File: src/rtl/vga_timing_gen_pkg.sv
// Shared raster timing constants (default 640x480@60) and sync polarity encodings.
// Pure declarations: no latency, no backpressure.
package vga_timing_gen_pkg;

    localparam logic POL_LOW  = 1'b0;
    localparam logic POL_HIGH = 1'b1;

    localparam int DEF_H_ACTIVE = 640;
    localparam int DEF_H_FP     = 16;
    localparam int DEF_H_SYNC   = 96;
    localparam int DEF_H_BP     = 48;
    localparam int DEF_V_ACTIVE = 480;
    localparam int DEF_V_FP     = 10;
    localparam int DEF_V_SYNC   = 2;
    localparam int DEF_V_BP     = 33;
    localparam int DEF_CNT_W    = 14;
    localparam int DEF_FRAME_W  = 8;

    function automatic int axis_total(input int active, input int fp, input int sync, input int bp);
        return active + fp + sync + bp;
    endfunction

    function automatic logic fits_width(input int total, input int w);
        return total <= (1 << w);
    endfunction

endpackage

File: src/rtl/vga_axis_counter.sv
// One raster axis: position counter with registered sync/blank decoded from the next position.
// Zero latency w.r.t. pos; holds everything while step=0 (wrap is the combinational carry out).
module vga_axis_counter
    import vga_timing_gen_pkg::*;
#(
    parameter int   ACTIVE = DEF_H_ACTIVE,
    parameter int   FP     = DEF_H_FP,
    parameter int   SYNC   = DEF_H_SYNC,
    parameter int   BP     = DEF_H_BP,
    parameter logic POL    = POL_LOW,
    parameter int   W      = DEF_CNT_W
) (
    input  logic         px_clk,
    input  logic         rst,
    input  logic         step,
    output logic [W-1:0] pos,
    output logic         sync,
    output logic         blank,
    output logic         wrap
);

    localparam int           TOTAL   = axis_total(ACTIVE, FP, SYNC, BP);
    // Thresholds are one bit wider so a total of exactly 2**W still compares correctly.
    localparam logic [W:0]   LAST_X  = (W+1)'(TOTAL - 1);
    localparam logic [W:0]   ACT_X   = (W+1)'(ACTIVE);
    localparam logic [W:0]   SS_X    = (W+1)'(ACTIVE + FP);
    localparam logic [W:0]   SE_X    = (W+1)'(ACTIVE + FP + SYNC);
    localparam logic [W-1:0] POS_RST = W'(TOTAL - 1);

    logic         at_last;
    logic [W-1:0] nxt;
    logic         nxt_sync;
    logic         nxt_blank;

    always_comb begin
        at_last   = ({1'b0, pos} == LAST_X);
        nxt       = at_last ? '0 : pos + 1'b1;
        nxt_sync  = ({1'b0, nxt} >= SS_X) && ({1'b0, nxt} < SE_X);
        nxt_blank = ({1'b0, nxt} >= ACT_X);
    end

    assign wrap = step && at_last;

    always_ff @(posedge px_clk or posedge rst) begin
        if (rst) begin
            pos   <= POS_RST;
            sync  <= ~POL;
            blank <= 1'b1;
        end else if (step) begin
            pos   <= nxt;
            sync  <= nxt_sync ? POL : ~POL;
            blank <= nxt_blank;
        end
    end

endmodule

File: src/rtl/vga_timing_gen.sv
// Parametrised VGA/DVI raster timing generator with strobes, line compare and frame counter.
// All outputs registered, zero latency w.r.t. hpos/vpos; raster advances only on edges with ce=1.
module vga_timing_gen
    import vga_timing_gen_pkg::*;
#(
    parameter int   H_ACTIVE  = DEF_H_ACTIVE,
    parameter int   H_FP      = DEF_H_FP,
    parameter int   H_SYNC    = DEF_H_SYNC,
    parameter int   H_BP      = DEF_H_BP,
    parameter int   V_ACTIVE  = DEF_V_ACTIVE,
    parameter int   V_FP      = DEF_V_FP,
    parameter int   V_SYNC    = DEF_V_SYNC,
    parameter int   V_BP      = DEF_V_BP,
    parameter logic HSYNC_POL = POL_LOW,
    parameter logic VSYNC_POL = POL_LOW,
    parameter int   CNT_W     = DEF_CNT_W,
    parameter int   FRAME_W   = DEF_FRAME_W
) (
    input  logic               px_clk,
    input  logic               rst,
    input  logic               ce,
    input  logic [CNT_W-1:0]   line_cmp,
    output logic [CNT_W-1:0]   hpos,
    output logic [CNT_W-1:0]   vpos,
    output logic               hsync,
    output logic               vsync,
    output logic               enable,
    output logic               hblank,
    output logic               vblank,
    output logic               line_start,
    output logic               frame_start,
    output logic               line_match,
    output logic [FRAME_W-1:0] frame_cnt
);

    localparam int             H_TOTAL = axis_total(H_ACTIVE, H_FP, H_SYNC, H_BP);
    localparam int             V_TOTAL = axis_total(V_ACTIVE, V_FP, V_SYNC, V_BP);
    localparam logic [CNT_W:0] H_ACT_X = (CNT_W+1)'(H_ACTIVE);
    localparam logic [CNT_W:0] V_ACT_X = (CNT_W+1)'(V_ACTIVE);

    generate
        if (H_SYNC <= 0 || V_SYNC <= 0 || H_ACTIVE <= 0 || V_ACTIVE <= 0 ||
            !fits_width(H_TOTAL, CNT_W) || !fits_width(V_TOTAL, CNT_W)) begin : g_bad_params
            $error("vga_timing_gen: invalid timing parameters for CNT_W=%0d", CNT_W);
        end
    endgenerate

    logic             h_wrap;
    logic             v_wrap;
    logic [CNT_W-1:0] h_nxt;
    logic [CNT_W-1:0] v_nxt;
    logic             started;

    vga_axis_counter #(
        .ACTIVE (H_ACTIVE),
        .FP     (H_FP),
        .SYNC   (H_SYNC),
        .BP     (H_BP),
        .POL    (HSYNC_POL),
        .W      (CNT_W)
    ) u_h_axis (
        .px_clk (px_clk),
        .rst    (rst),
        .step   (ce),
        .pos    (hpos),
        .sync   (hsync),
        .blank  (hblank),
        .wrap   (h_wrap)
    );

    // The vertical axis steps only on the horizontal carry, so vsync moves at hpos 0 only.
    vga_axis_counter #(
        .ACTIVE (V_ACTIVE),
        .FP     (V_FP),
        .SYNC   (V_SYNC),
        .BP     (V_BP),
        .POL    (VSYNC_POL),
        .W      (CNT_W)
    ) u_v_axis (
        .px_clk (px_clk),
        .rst    (rst),
        .step   (h_wrap),
        .pos    (vpos),
        .sync   (vsync),
        .blank  (vblank),
        .wrap   (v_wrap)
    );

    always_comb begin
        h_nxt = h_wrap ? '0 : hpos + 1'b1;
        v_nxt = vpos;
        if (v_wrap) begin
            v_nxt = '0;
        end else if (h_wrap) begin
            v_nxt = vpos + 1'b1;
        end
    end

    // Strobes reload on every edge so they last exactly one px_clk cycle regardless of ce.
    // The (0,0) reached straight out of reset is not a completed frame, hence 'started'.
    always_ff @(posedge px_clk or posedge rst) begin
        if (rst) begin
            enable      <= 1'b0;
            line_start  <= 1'b0;
            frame_start <= 1'b0;
            line_match  <= 1'b0;
            frame_cnt   <= '0;
            started     <= 1'b0;
        end else begin
            line_start  <= h_wrap;
            frame_start <= v_wrap;
            line_match  <= h_wrap && (v_nxt == line_cmp);
            if (ce) begin
                enable  <= ({1'b0, h_nxt} < H_ACT_X) && ({1'b0, v_nxt} < V_ACT_X);
                started <= 1'b1;
            end
            if (v_wrap && started) begin
                frame_cnt <= frame_cnt + 1'b1;
            end
        end
    end

endmodule
File: config.mk
export PLATFORM = sky130hd
export DESIGN_NAME = vga_timing_gen
export DESIGN_NICKNAME = d
export VERILOG_FILES = /design/src/rtl/vga_timing_gen_pkg.sv /design/src/rtl/vga_axis_counter.sv /design/src/rtl/vga_timing_gen.sv
export SDC_FILE = /design/constraint.sdc
export NUM_CORES = 1
export LEC_CHECK = 0
export CAP_MARGIN = 15
export CORE_MARGIN = 1.5
export CORE_UTILIZATION = 56
export CTS_CLUSTER_DIAMETER = 40
export CTS_CLUSTER_SIZE = 12
export DETAILED_ROUTE_END_ITERATION = 10
export PLACE_DENSITY = 0.86
export SETUP_SLACK_MARGIN = 0.4
export SYNTH_ARGS = -nofsm -noshare
export SYNTH_HDL_FRONTEND = slang
export SYNTH_SLANG_ARGS = --single-unit
File: constraint.sdc
create_clock -name px_clk -period 4.1 [get_ports px_clk]
set_input_delay 0.82 -clock px_clk [delete_from_list [all_inputs] [get_ports px_clk]]
set_output_delay 0.82 -clock px_clk [all_outputs]
set_load 0.03 [all_outputs]
==> run_1/m1.png <==
Bar = 20 um.
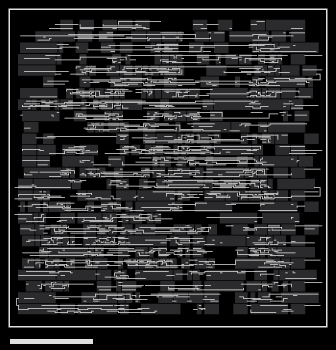
The layer carries 3600 um of wire. The layer holds 45% of the routed length. 362 nets have wire on it. The wires run mostly horizontal. The longest straight run is 37.3 um.
vias post-DR: 2779
GR Util met1: 0.424
total wire length: 8.01 mm

==> run_1/m2.png <==
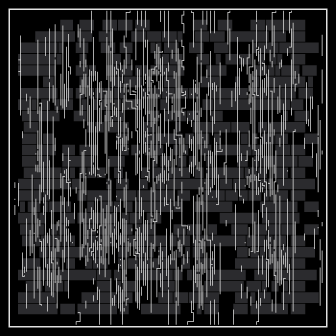
The longest straight run is 43.0 um. The layer holds 47% of the routed length. The layer carries 3740 um of wire. 348 nets have wire on it. The wires run mostly vertical.

==> reports/qor.yml, run 1 <==
status:
  status: "finished clean"
cts:
  cts_resized: 0
  postCtsSetupBuffers: 0
  cts_tree: "built"
  htree_num_levels: 2
  cts_sinks: 45
  hold_buffers: 0
  clk_latency_ns: 0.31
  clockBufferDepth: 2
  path_clk_slew_ns: 0.09
layout:
  combGateArea_um2: 1650
  layout.nets: 398
  register_area_um2: 1140
  final.fill_count: 404
grt:
  overflow: 0
  grt_pass1_wl_mm: 12.7
  grt_max_degree: 29
  grt_pass1_vias: 2552
  grtUsageTotal: 0.298
power:
  p_total_mw: 1.23
  p_leak_nw: 1.43
  power_frac_clock: 0.246
  power.switching_mw: 0.434
  peakVddDrop_uv: 481
  p_seq_frac: 0.477
logic_synthesis:
  ys_warn_count: 0
  syn-cell-area_um2: 2960
  topCellsByArea: "dfrtp_1 26%, dfstp_2 12%, xnor2_1 6.8%"
  ys_ff: 45
  top_area_cell: "dfrtp_1"
  ys_seq_frac: 0.386
  fp_nets: 349
  common_cells: "31 x dfrtp_1, 29 x nand2_1, 23 x xnor2_1"
  synth_cell_types: 59
  top_cell: "dfrtp_1"
critical_path:
  crit_arrival_ns: 3.39
  crit_type: "flip-flop to flip-flop"
  cp_top_family: "simple AND/OR/NAND/NOR gates"
  cp_slowest_cell: "dfstp_2"
  path_cells: "ha_1 -> and4_1 -> nand4_2 -> inv_1 -> o21ai_0 -> a21oi_1 -> nand2_1 -> or4_1 -> o22ai_1"
  cpPeakStageDelay_ns: 0.60
run:
  cap_violations: 0
  log.warning_count: 27
die:
  top_level_ports: 61
  initCoreUtil: 0.580
  core-area_um2: 5110
  fp-row-count: 26
  fp.dieArea_um2: 5730
  die_y_um: 75.7
timing:
  rsz0062_at_grt: "no"
  setup_tns_ns: 0
  setup_viol: 0
  fin_ws_ns: 0.938
  hold_violations: 0
  finalMaxSlewViolations: 0
  fin_worst_skew_ns: 0.00942
  fin_crit_ns: 3.16
routing:
  viasPerCell: 6.20
  wl_per_cell_um: 17.9
  drt_iter0_markers: 179
placement:
  port_buffers: 60
  gp_congestion: 0.924
==> run_1/m3.png <==
Bar = 20 um.
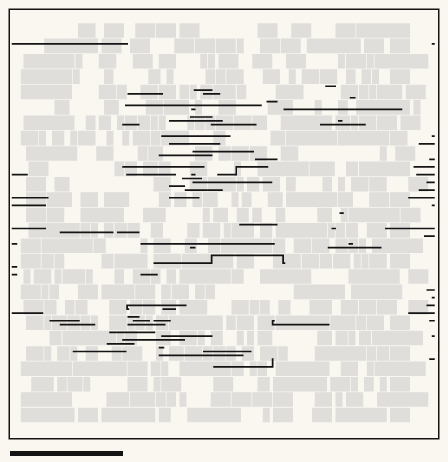
The wires run mostly horizontal. The longest straight run is 23.9 um.

run 1: layout by cell type, fill, tap and decap left out, types with 4 or more instances in the layout:
cell	n
clkdlybuf4s50_1	60
clkbuf_8	6
nor2_1	19
and3_1	7
a31oi_1	4
nand3_1	15
and2_1	4
o2111ai_1	4
nor4_1	7
dfrtp_1	31
mux2_2	6
nor3_1	7
o21ai_0	20
xor2_1	11
or2_2	4
xnor2_1	23
nand4_1	13
and4_1	6
o31ai_1	7
ha_1	4
a21oi_1	10
dfstp_2	14
inv_1	15
nand2_1	29
run 1: cell type report:
| cell class | count | area share |
|---|---|---|
| timing repair buffer | 63 | 0.170 |
| multi-input combinational | 246 | 0.451 |
| inverter | 16 | 0.0164 |
| clock buffer | 6 | 0.0225 |
| clock inverter | 2 | 0.00444 |
| tap | 70 | 0.0239 |
| sequential | 45 | 0.312 |
run 1: cells by family after synthesis:
family / Yosys count / synth area share
buffers and inverters: 37 / 0.0554
AND/OR/NAND/NOR: 134 / 0.265
AND-OR/OR-AND: 68 / 0.153
flip-flops: 45 / 0.386
adder cells (fa/ha/maj): 4 / 0.0169
multiplexers: 6 / 0.0228
XOR/XNOR: 34 / 0.101
run 1: routing by layer:
layer  vias up  global-route usage  wire [um]  share of wire
li1       1298                   -          -              -
met1      1328               0.424       3600           0.45
met2       131               0.463       3730           0.47
met3        22              0.0582        492          0.061
met4         0              0.0873        184          0.023
met5         -                   0          0              0
run 1: power by group through the flow:
stage	clock [mW]	combinational, mW	sequential, mW
CTS	0.307	0.340	0.581
global placement	0	0.325	0.586
detailed placement	0	0.340	0.588
floorplan	0	0.202	0.613
finish	0.301	0.340	0.585
global route	0.321	0.372	0.596
run 1: worst register-to-register path: stages (launching register included):
cell     delay (ns)
dfstp_2        0.60
ha_1           0.28
and4_1         0.45
nand4_2        0.34
inv_1          0.28
o21ai_0        0.13
a21oi_1        0.27
nand2_1        0.08
or4_1          0.53
o22ai_1        0.14
run 1: state kept, by name, indices dropped and copies added, names as in the netlist:
register	count
frame_cnt	8
line_match	1
u_h_axis.pos	14
frame_start	1
started	1
u_h_axis.sync	1
u_v_axis.sync	1
u_v_axis.blank	1
enable	1
u_h_axis.blank	1
line_start	1
u_v_axis.pos	14
run 1: final timing paths:
path | cells past startpoint | slack (ns) | start | to
min in group asynchronous | 2 | 0.81 | rst | frame_cnt[7]
max in group asynchronous | 3 | 2.52 | rst | u_v_axis.pos[9]
setup / recovery | 9 | 0.94 | u_h_axis.pos[0] | enable
setup reg to reg | 9 | 0.94 | u_h_axis.pos[0] | enable
hold / removal | 1 | 0.47 | started | started
hold reg to reg | 1 | 0.47 | started | started
run 1: through the flow:
stage	area, um^2	cells
3_3_place_gp	3570	440
2_1_floorplan	2960	328
5_1_grt	3670	448
4_1_cts	3670	448
6_report	3670	448
3_5_place_dp	3570	440
==> inputs of run 2 (changes only) <==
--- a/config.mk
+++ b/config.mk
@@ -7,11 +7,11 @@
 export LEC_CHECK = 0
 export CAP_MARGIN = 15
 export CORE_MARGIN = 1.5
-export CORE_UTILIZATION = 56
+export CORE_UTILIZATION = 52
 export CTS_CLUSTER_DIAMETER = 40
 export CTS_CLUSTER_SIZE = 12
 export DETAILED_ROUTE_END_ITERATION = 10
-export PLACE_DENSITY = 0.86
+export PLACE_DENSITY = 0.81
 export SETUP_SLACK_MARGIN = 0.4
 export SYNTH_ARGS = -nofsm -noshare
 export SYNTH_HDL_FRONTEND = slang
==> constraint.sdc (replaced) <==
create_clock -name px_clk -period 3 [get_ports px_clk]
set_input_delay 0.6 -clock px_clk [delete_from_list [all_inputs] [get_ports px_clk]]
set_output_delay 0.6 -clock px_clk [all_outputs]
set_load 0.03 [all_outputs]
==> run_2/m1.png <==
Bar = 20 um.
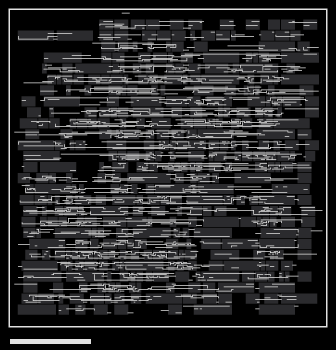
373 nets have wire on it. The wires run mostly horizontal. The layer carries 3780 um of wire.

==> run_2/m3.png <==
Bar = 20 um.
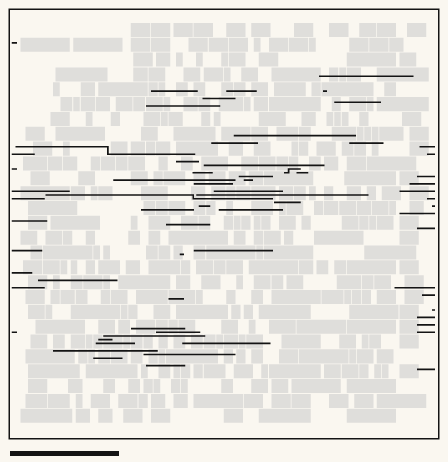
The wires run mostly horizontal. The longest straight run is 31.3 um. The layer carries 552 um of wire.
vias post-DR: 2851
GR Util met3: 0.0488
total wire length: 8.58 mm

==> reports/qor.yml, run 2 <==
logic_synthesis:
  syn-cell-area_um2: 2960
  edf_count: 0
  ys_seq_frac: 0.386
  topCellsByArea: "dfrtp_1 26%, dfstp_2 12%, xnor2_1 6.8%"
  top_cell: "dfrtp_1"
  common_cells: "31 x dfrtp_1, 29 x nand2_1, 23 x xnor2_1"
  top_area_cell: "dfrtp_1"
  synth_cell_types: 59
  ys_ff: 45
  ys_warn_count: 0
  fp_nets: 349
  postSynthAreaPerCell_um2: 9.03
placement:
  gp_congestion: 1.01
  port_buffers: 60
  dp.cells: 460
  hpwl_mm: 6.42
die:
  fp.dieArea_um2: 6150
  die_y_um: 78.5
  top_level_ports: 61
  initCoreUtil: 0.538
  core-area_um2: 5510
  die_width_um: 78.5
  fp-row-count: 27
critical_path:
  cp.required_ns: 3.22
  cp_top_family: "simple AND/OR/NAND/NOR gates"
  endpoint_kind: "flip-flop"
  path_cells: "clkdlybuf4s50_1 -> nor3b_2 -> buf_4 -> and4_4 -> a21boi_0 -> o31ai_1 -> o2111ai_1 -> or4_1 -> nor4_2"
  start_kind: "input port"
  critical_path_cell_count: 9
  regToRegSetupSlack_ns: 0.39
  startpoint: "ce"
  crit_type: "input port to flip-flop"
  reg2reg_depth: 8
  rr_startpoint: "u_h_axis.pos[1]"
  cpPeakStageDelay_ns: 0.50
  critPathCapture: "line_match"
  crit_arrival_ns: 2.85
  cp_slowest_cell: "or4_1"
  worstReg2RegEnd: "line_match"
run:
  cap_violations: 0
  log.warning_count: 30
timing:
  finalMaxSlewViolations: 0
  slew_headroom: 0.484
  fmax_ghz: 0.380
  setup_viol: 0
  fin_crit_sh: 0.876
  rsz0062_at_grt: "yes"
  setup_tns_ns: 0
  hold_violations: 0
  fin_worst_skew_ns: 0.00995
  fin_crit_ns: 2.63
routing:
  viasPerCell: 6.04
  postRouteAntennaNets: 0
  wl_per_cell_um: 18.2
  drt_iter0_markers: 159
grt:
  grt_pass1_vias: 2659
  grt_pass1_wl_mm: 14.1
  grt_max_degree: 26
  overflow: 0
  grtUsageTotal: 0.294
cts:
  path_clk_slew_ns: 0.09
  hold_buffers: 0
  cts_tree: "built"
  cts_sinks: 45
  htree_num_levels: 2
  numCtsBuffers: 5
  clockBufferDepth: 2
  clk_latency_ns: 0.31
power:
  p_comb_frac: 0.287
  peakVddDrop_uv: 665
  power.switching_mw: 0.616
  p_leak_nw: 1.55
  powerDensity_nw_per_um2: 460
  switching_share: 0.342
  power_frac_clock: 0.273
  p_seq_frac: 0.440
  p_total_mw: 1.80
layout:
  lay_top_count: "clkdlybuf4s50_1"
  reg.largest.list: "u_h_axis.pos (14), u_v_axis.pos (14), frame_cnt (8)"
  layout.nets: 420
  final_cells: 472
  final.fill_count: 444
  final_cell_mix: "60 x clkdlybuf4s50_1, 29 x nand2_1, 29 x dfrtp_1, 24 x buf_4, 23 x xnor2_1"
  area.growth.synth_to_final_pct: 32.1
min_path:
  hold_class: "flip-flop to flip-flop"
  whs_path_depth: 1
status:
  status: "finished clean"
## run 2: netlist changes by cell type in the layout (fill, tap and decap cells not counted), sizes merged
| cell | change |
|---|---|
| bufinv | +1 |
| clkinvlp | -1 |
| buf | +22 |
| inv | +1 |
| clkbuf | -1 |
## run 2: layout make-up
| class | count | area, um^2 | share of cell area |
|---|---|---|---|
| Clock inverter | 3 | 47.5 | 0.0122 |
| Sequential cell | 45 | 1150 | 0.293 |
| Clock buffer | 5 | 68.8 | 0.0176 |
| Timing Repair Buffer | 85 | 801 | 0.205 |
| Multi-Input combinational cell | 246 | 1700 | 0.434 |
| Inverter | 16 | 60.1 | 0.0154 |
| Tap cell | 72 | 90.1 | 0.0230 |
## run 2: worst min-delay path by stage
| stage | to | from |
|---|---|---|
| after floorplan | started | started |
| after global placement | started | started |
| after detailed placement | started | started |
| after CTS | frame_cnt[7] | frame_cnt[7] |
| after global routing | frame_cnt[7] | frame_cnt[7] |
| final | frame_cnt[7] | frame_cnt[7] |
## run 2: timing repair
item | 4_1_cts | 5_1_grt
endpoints found under the setup margin | 2 | 2
cloned | 0 | 0
pin swaps | 2 | 0
buffers inserted | 4 | 0
resized | 7 | 5
## run 2: power groups by stage
stage                     Combinational [mW]  Sequential [mW]  Clock, mW
after floorplan                        0.286            0.845          0
after global placement                 0.464            0.807          0
after detailed placement               0.479            0.812          0
after CTS                              0.518            0.790      0.496
after global routing                   0.558            0.803      0.522
final                                  0.517            0.792      0.492
## run 2: routing by layer
layer,share of wire,vias to the layer above,GRT usage
li1,-,1340,-
met1,0.44,1390,0.415
met2,0.48,109,0.472
met3,0.064,12,0.0488
met4,0.012,0,0.0679
met5,0,-,0
## run 2: cells by family after synthesis
group,synth area share
compound gates,0.153
xor+xnor,0.101
fa+ha+maj,0.0169
buf+inv,0.0554
flops,0.386
mux,0.0228
simple gates,0.265
## run 2: metrics by stage
stage | setup WS, ns | instance area (um^2) | hold slack [ns] | utilization
after floorplan | 0.306 | 2980 | 0.427 | -
after global placement | 0.0575 | 3730 | 0.447 | 0.678
after detailed placement | 0.0143 | 3730 | 0.451 | 0.678
after CTS | 0.375 | 3890 | 0.476 | 0.707
after global routing | 0.220 | 3910 | 0.484 | 0.710
final | 0.371 | 3910 | 0.469 | 0.710
==> inputs of run 3 (changes only) <==
--- a/config.mk
+++ b/config.mk
@@ -6,7 +6,7 @@
 export NUM_CORES = 1
 export LEC_CHECK = 0
 export CAP_MARGIN = 15
-export CORE_MARGIN = 1.5
+export CORE_MARGIN = 2
 export CORE_UTILIZATION = 52
 export CTS_CLUSTER_DIAMETER = 40
 export CTS_CLUSTER_SIZE = 12
==> run_3/m3.png <==
Bar = 20 um.
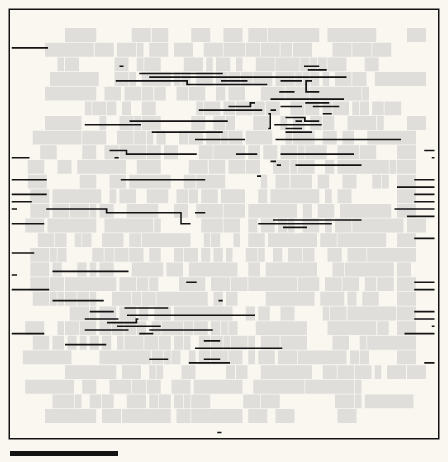
The layer holds 7.1% of the routed length. The wires run mostly horizontal. 69 nets have wire on it. The longest straight run is 36.3 um. The layer carries 618 um of wire.

==> run_3/ff_map.png <==
Other sequential cells in the stronger gray, the rest of the logic in the fainter gray.
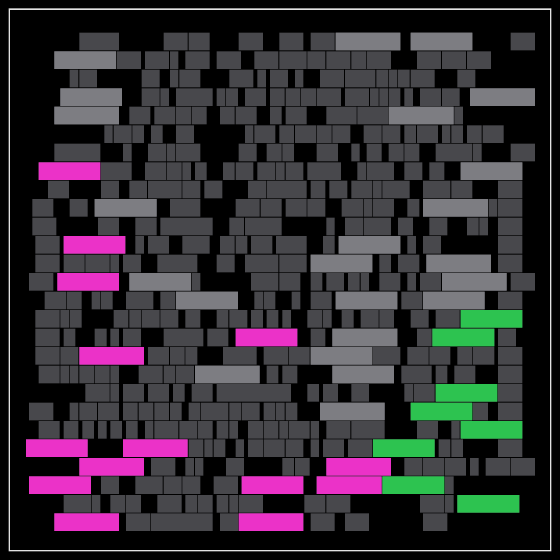
frame_cnt: shown in green, sequential cells 8, where bottom right. u_h_axis.pos: shown in magenta, sequential cells 14.

==> reports/qor.yml, run 3 <==
routing:
  wl_per_cell_um: 18.0
  drt-total-wl_mm: 8.73
  postRouteAntennaNets: 0
  vias: 2947
die:
  top_level_ports: 61
  fp.dieArea_um2: 6310
  core-area_um2: 5510
  fp-row-count: 27
logic_synthesis:
  topCellsByArea: "dfrtp_1 26%, dfstp_2 12%, xnor2_1 6.8%"
  synth.logic.top_family: "simple AND/OR/NAND/NOR gates"
  ys_ff: 45
  top_cell: "dfrtp_1"
  ys_warn_count: 0
  fp_nets: 349
status:
  status: "finished clean"
critical_path:
  crit_arrival_ns: 2.80
  cp_top_family: "simple AND/OR/NAND/NOR gates"
  crit_type: "flip-flop to flip-flop"
  cp.required_ns: 3.22
  endpoint_kind: "flip-flop"
  cp_slowest_cell: "dfstp_2"
cts:
  hold_buffers: 0
  path_clk_slew_ns: 0.09
  numCtsBuffers: 5
  cts_sinks: 45
  htree_num_levels: 2
timing:
  setup_viol: 0
  hold_violations: 0
  hold_slack_ns: 0.475
  finalMaxSlewViolations: 0
  fin_crit_ns: 2.58
grt:
  grtUsageTotal: 0.283
  grt_max_degree: 24
layout:
  lay_top_count: "clkdlybuf4s50_1"
  final_cells: 484
  final_cell_mix: "59 x clkdlybuf4s50_1, 37 x buf_4, 29 x nand2_1, 28 x dfrtp_1, 22 x xnor2_1"
  layout.nets: 432
  final.fill_count: 429
placement:
  port_buffers: 60
  dp.cells: 459
  gp_congestion: 0.980
power:
  peakVddDrop_uv: 478
[run 3: cell counts after synthesis]
Identical to the previous run, type by type.
[run 3: worst register-to-register path, delay by kind of cell, from the launching register on]
| kind | cells | cell delay [ns] |
|---|---|---|
| fa+ha+maj | 1 | 0.14 |
| simple gates | 6 | 1.68 |
| compound gates | 1 | 0.11 |
| flops | 1 | 0.57 |
[run 3: per-stage QoR]
stage | utilization | power (mW) | area [um^2] | setup TNS, ns
after global routing | 0.733 | 1.90 | 4040 | 0
after detailed placement | 0.674 | 1.28 | 3710 | -0.0668
after CTS | 0.709 | 1.80 | 3910 | 0
after floorplan | - | 1.13 | 2980 | 0
after global placement | 0.674 | 1.27 | 3710 | -0.00607
final | 0.733 | 1.81 | 4040 | 0
[run 3: cell type report]
cell class                      count  area (um^2)  area share
Tap cell                           72         90.1      0.0223
Sequential cell                    45         1150       0.284
Clock buffer                        5         68.8      0.0171
Timing Repair Buffer               97          877       0.217
Inverter                           16         60.1      0.0149
Clock inverter                      3         47.5      0.0118
Multi-Input combinational cell    246         1740       0.432
[run 3: power breakdown]
group	internal [mW]	total [mW]	switching (mW)
Combinational	0.254	0.527	0.272
Sequential	0.684	0.792	0.109
Clock	0.254	0.488	0.234
Total	1.19	1.81	0.615
[run 3: repair_timing]
item                                    CTS  global route
pin swaps                                 6             7
endpoints found under the setup margin    2             2
setup buffers                             4            13
gates resized                            15            13
[run 3: path summary, 6_finish.rpt]
kind / from / endpoint / slack (ns) / depth (start not counted)
hold / removal: frame_cnt[7] / frame_cnt[7] / 0.48 / 1
setup / recovery: u_h_axis.pos[0] / line_match / 0.42 / 8
hold reg to reg: frame_cnt[7] / frame_cnt[7] / 0.48 / 1
min in group asynchronous: rst / u_v_axis.pos[8] / 0.52 / 2
setup reg to reg: u_h_axis.pos[0] / line_match / 0.42 / 8
max in group asynchronous: rst / u_v_axis.pos[9] / 1.85 / 3
[run 3: cells by family (layout without fill, tap and decap cells)]
kind of cell,Yosys count,in the layout
DFF,45,45
xor gates and xnor gates,34,34
adders and majority gates,4,4
and+or+nand+nor,134,134
buffers and inverters,37,121
AOI/OAI and AO/OA,68,68
muxes,6,6
[run 3: routing by layer]
layer,vias up,GRT usage
met1,1422,0.399
met5,-,0
met4,0,0.0793
li1,1362,-
met2,141,0.438
met3,22,0.0611
No activity file was given, so power comes from the tool's default toggle rates.
